--- src/rtl/ows_pkg.sv ---
// Shared constants, FSM encoding and the reflected CRC-8 step for the 1-Wire ROM path.
package ows_pkg;

    localparam int UID_WIDTH = 64;
    localparam int CRC_WIDTH = 8;
    localparam int CNT_WIDTH = 7;
    localparam logic [CRC_WIDTH-1:0] CRC_POLY = 8'h8C;

    typedef enum logic [1:0] {
        ST_IDLE  = 2'd0,
        ST_SHIFT = 2'd1,
        ST_CHECK = 2'd2
    } ows_state_e;

    // One bit of the Dallas CRC-8, LSB-first (reflected x^8+x^5+x^4+1).
    function automatic logic [CRC_WIDTH-1:0] crc8_step(input logic [CRC_WIDTH-1:0] crc,
                                                      input logic              din);
        logic fb;
        fb = crc[0] ^ din;
        return (crc >> 1) ^ (fb ? CRC_POLY : '0);
    endfunction

endpackage

--- src/rtl/ows_crc8_serial.sv ---
// Bit-serial reflected CRC-8, one bit per enable; clr wins over en.
module ows_crc8_serial
    import ows_pkg::*;
(
    input  logic                 clk,
    input  logic                 rst_n,
    input  logic                 clr,
    input  logic                 en,
    input  logic                 din,
    output logic [CRC_WIDTH-1:0] crc
);

    // CRC register: clear on request, otherwise fold in one bit per enable.
    always_ff @(posedge clk or negedge rst_n) begin
        if (!rst_n) begin
            crc <= '0;
        end else if (clr) begin
            crc <= '0;
        end else if (en) begin
            crc <= crc8_step(crc, din);
        end
    end

endmodule

--- src/rtl/ows_rom_deshifter.sv ---
// Serial-to-parallel receiver for the 64-bit 1-Wire ROM frame with on-the-fly CRC-8.
module ows_rom_deshifter
    import ows_pkg::*;
(
    input  logic                 clk,
    input  logic                 rst_n,
    input  logic                 frame_start,
    input  logic                 abort,
    input  logic                 bit_valid,
    input  logic                 bit_in,
    output logic [UID_WIDTH-1:0] UID_Data,
    output logic                 data_valid,
    output logic                 crc_ok,
    output logic                 busy
);

    localparam logic [CNT_WIDTH-1:0] LAST_BIT = CNT_WIDTH'(UID_WIDTH - 1);

    ows_state_e             state;
    logic [CNT_WIDTH-1:0]   cnt;
    logic [UID_WIDTH-1:0]   shreg;
    logic [UID_WIDTH-1:0]   shreg_nxt;
    logic [CRC_WIDTH-1:0]   crc;
    logic                   crc_clr;
    logic                   crc_en;
    logic                   accept_bit;

    // A bit is taken only in SHIFT and only when nothing of higher priority is pending.
    assign accept_bit = (state == ST_SHIFT) && bit_valid && !abort && !frame_start;
    assign crc_clr    = frame_start && !abort;
    assign crc_en     = accept_bit;
    assign shreg_nxt  = {bit_in, shreg[UID_WIDTH-1:1]};

    ows_crc8_serial u_crc (
        .clk   (clk),
        .rst_n (rst_n),
        .clr   (crc_clr),
        .en    (crc_en),
        .din   (bit_in),
        .crc   (crc)
    );

    // Frame FSM. The result is registered on the edge that takes the last bit so that
    // data_valid, UID_Data and crc_ok are all visible during the CHECK cycle; crc_ok
    // therefore looks one CRC step ahead of the register.
    always_ff @(posedge clk or negedge rst_n) begin
        if (!rst_n) begin
            state      <= ST_IDLE;
            cnt        <= '0;
            shreg      <= '0;
            UID_Data   <= '0;
            crc_ok     <= 1'b0;
            data_valid <= 1'b0;
            busy       <= 1'b0;
        end else begin
            data_valid <= 1'b0;
            if (abort) begin
                state <= ST_IDLE;
                cnt   <= '0;
                busy  <= 1'b0;
            end else if (frame_start) begin
                state <= ST_SHIFT;
                cnt   <= '0;
                shreg <= '0;
                busy  <= 1'b1;
            end else begin
                case (state)
                    ST_SHIFT: begin
                        if (bit_valid) begin
                            shreg <= shreg_nxt;
                            if (cnt == LAST_BIT) begin
                                state      <= ST_CHECK;
                                cnt        <= '0;
                                UID_Data   <= shreg_nxt;
                                crc_ok     <= (crc8_step(crc, bit_in) == '0);
                                data_valid <= 1'b1;
                            end else begin
                                cnt <= cnt + 1'b1;
                            end
                        end
                    end
                    ST_CHECK: begin
                        state <= ST_IDLE;
                        busy  <= 1'b0;
                    end
                    default: begin
                        state <= ST_IDLE;
                        busy  <= 1'b0;
                    end
                endcase
            end
        end
    end

endmodule

--- config.mk ---
export PLATFORM = sky130hd
export DESIGN_NAME = ows_rom_deshifter
export DESIGN_NICKNAME = d
export VERILOG_FILES = /design/src/rtl/ows_pkg.sv /design/src/rtl/ows_crc8_serial.sv /design/src/rtl/ows_rom_deshifter.sv
export SDC_FILE = /design/constraint.sdc
export NUM_CORES = 1
export LEC_CHECK = 0
export CELL_PAD_IN_SITES_DETAIL_PLACEMENT = 0
export CELL_PAD_IN_SITES_GLOBAL_PLACEMENT = 2
export CORE_MARGIN = 5
export CORE_UTILIZATION = 39
export DETAILED_ROUTE_END_ITERATION = 10
export PLACE_DENSITY = 0.88
export SLEW_MARGIN = 15
export SYNTH_ARGS = -nofsm -noshare
export SYNTH_HDL_FRONTEND = slang
export SYNTH_SLANG_ARGS = --single-unit
--- constraint.sdc ---
create_clock -name clk -period 2.35 [get_ports clk]
set_input_delay 0.235 -clock clk [delete_from_list [all_inputs] [get_ports clk]]
set_output_delay 0.235 -clock clk [all_outputs]
set_load 0.05 [all_outputs]
**Pin placement**

Scale: 3 px per um. Pins as bars across the die edge, other pins in grey.
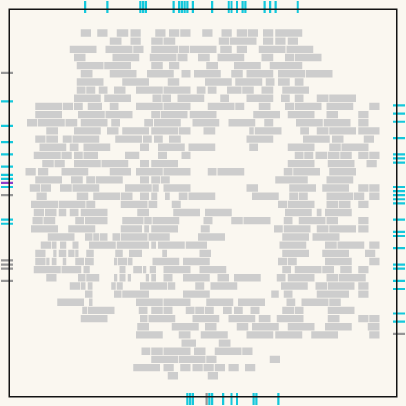
| port | colour | pins | direction | edge |
|---|---|---|---|---|
| bit_in | purple | 1 | input | west |
| UID_Data | cyan | 64 | output | 22 east, 21 north, 11 south, 10 west |
all pins by edge: 23 east, 21 north, 17 west, 12 south
count of input and output buffers: 72
Chip Width: 129 um
die boundary height: 129 um

**Routed metal, one colour a layer**

Scale: 2 px per um.
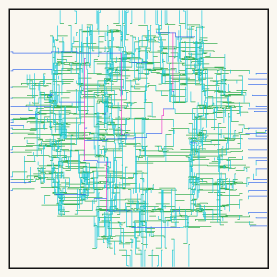
| layer | colour | wire length |
|---|---|---|
| met3 | blue | 480 um |
| met1 | green | 4850 um |
| met2 | cyan | 4890 um |
| met4 | magenta | 159 um |
Global Route Usage Sum: 13.4%
Vias: 3270
total detailed-routing wirelength: 10400 um

**Placement density heat map**

Scale: 3 px per um. 13 x 13 tiles, from black (low) to pale yellow (high), 0 to 100% covered.
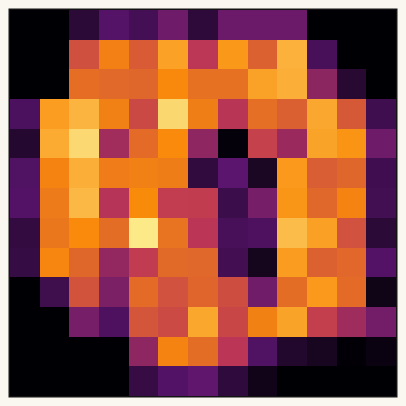
fullest tile: 95%
emptiest ninth of the die: south-west
nearly empty tiles: 17%
tiles over 75% full: 14%
mean over tiles: 42%
final core occ: 51.7%
Placeable Area: 13800 um^2
share of the core filled by cells before placement: 39.7%

**Placed cells, one colour a class**

Scale: 2 px per um.
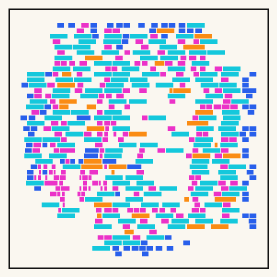
| class | colour | cells |
|---|---|---|
| flip-flops | cyan | 147 |
| all other logic | magenta | 186 |
| clock drivers and dummy loads | orange | 31 |
| other buffers and delay cells | blue | 85 |
cell row count: 43
flop share of the area: 51.5%
post-route cell area: 7140 um^2

**Clock nets**

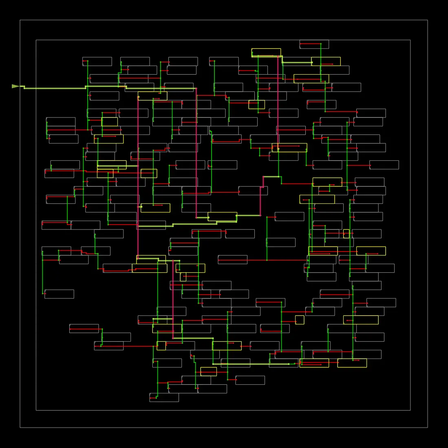
Clock Sink Count: 147
clk ins delay skew pair: 410 ps
number of sequential cells in the layout: 147

cell type report:
cell class	instances	area [um^2]	area share (%)
Clock inverter	9	150	2.10
Inverter	1	3.75	0.0525
Multi-Input combinational cell	185	1700	23.7
Timing Repair Buffer	85	897	12.6
Tap cell	180	225	3.15
Clock buffer	22	494	6.92
Sequential cell	147	3680	51.5
power by group through the flow:
stage / clock network [mW] / logic [mW] / registers (mW)
final: 2.89 / 0.151 / 2.55
after global routing: 3.08 / 0.171 / 2.55
after CTS: 2.97 / 0.157 / 2.55
after detailed placement: 0 / 0.155 / 2.59
after global placement: 0 / 0.150 / 2.59
after floorplan: 0 / 0.0519 / 2.59
kinds of logic after synthesis:
group | count (synthesis) | synth area share [%]
XOR/XNOR | 4 | 0.638
AND-OR/OR-AND | 84 | 12.9
buffers and inverters | 24 | 2.55
multiplexers | 65 | 13.3
flip-flops | 147 | 66.9
AND/OR/NAND/NOR | 31 | 3.46
adder cells (fa/ha/maj) | 1 | 0.228
routing by layer:
layer | share of wire, % | track usage, % | vias up
met4 | 1.5 | 5.56 | 0
met1 | 47 | 18.0 | 1699
met2 | 47 | 20.1 | 68
met5 | 0 | 0 | -
met3 | 4.6 | 4.69 | 14
li1 | - | - | 1489
registers in the layout, indices dropped and copies added, names as in the netlist:
name,count
UID_Data,64
busy,1
cnt,7
crc_ok,1
data_valid,1
shreg,63
state,2
u_crc.crc,8
metrics by stage:
stage          worst slack [ps]  power (mW)  std cells  area (um^2)
2_1_floorplan               578        2.65        356         5500
3_3_place_gp                244        2.74        597         6490
3_5_place_dp                210        2.75        597         6490
4_1_cts                     316        5.67        629         7140
5_1_grt                     213        5.80        629         7140
6_report                    337        5.59        629         7140
repair_timing:
action	4_1_cts	5_1_grt
hold buffers	1	0
endpoints found under the setup margin	0	0
endpoints found under the hold margin	66	0
==> Changelog: implementation <==
### Physical design

- Worst VDD drop: 0.473 mV
- Crit path capture: UID_Data[25]
- Area growth syn-to-layout: 30.0%
- Number of detailed-route iterations in the first pass: 4
- Synthesized Nets: 363
- Layout filler cell count: 1154
- R2R cell count: 5
- Fraction of final layout cells with drive strength greater than 1: 16.5%
- Capturing point of the worst reg2reg path: UID_Data[25]
- Launching instance or port of the critical path: cnt[0]
- Aggregate negative setup slack: 0 ps
- Final Max Tran Viols: 0
- I/O pin count: 73
- Buffers from clock root to sink, at most: 2
- Shortest period the worst path allows: 2010 ps
- Global-route wire length before repair: 17400 um
- Most area-hungry cell type in the Yosys netlist: sky130_fd_sc_hd__dfrtp_1
- Fraction of the yosys area taken by sequential cells: 66.9%
- LEAKAGE: 3.42 nW
- Top-area cell type share of the netlist area: 66.9%
- Synth Cell Area: 5500 um^2
- Die area: 16600 um^2
- Post-CTS setup buffer count: 0
- Sort of element at the start of the critical path: flip-flop
- # resized after CTS: 0
- Ratio of routed vias to standard cells: 5.20
- Part of the cycle the worst path needs: 85.7%
- Worst stage delay on the critical path: 450 ps
- Max-cap violation count: 0
- Unrepaired setup endpoints after global routing: false
- Cell class contributing the biggest share of worst-path delay: simple AND/OR/NAND/NOR gates
- Placed wire-length estimate after detailed placement: 6500 um
- Clock-pin slew reported for the worst setup and hold paths after clock tree synthesis: 60 ps
- Average instance area after synthesis: 15.4 um^2
- Antenna Diode Count: 0
- Top achievable clock speed: 497 MHz
- H-tree lvl count: 4
- Share of power burned in combinational logic: 2.7%
- Number of cells in the yosys synthesis report: 356
- Buffer type at the clock tree root: sky130_fd_sc_hd__clkbuf_16
- Cells traversed along the worst timing path: ha_1 > nand2b_1 > nor4_4 > buf_12 > mux2_1
- Final Hold Fails: 0
- FF-to-FF Start: cnt[0]
- Residual overflow from global routing: 0
- Slowest library cell on the worst path: sky130_fd_sc_hd__nor4_4
- Outcome: complete, no violations
- Post-DR wirelength/cell: 16.5 um
Power is estimated from default activity; no workload was simulated.
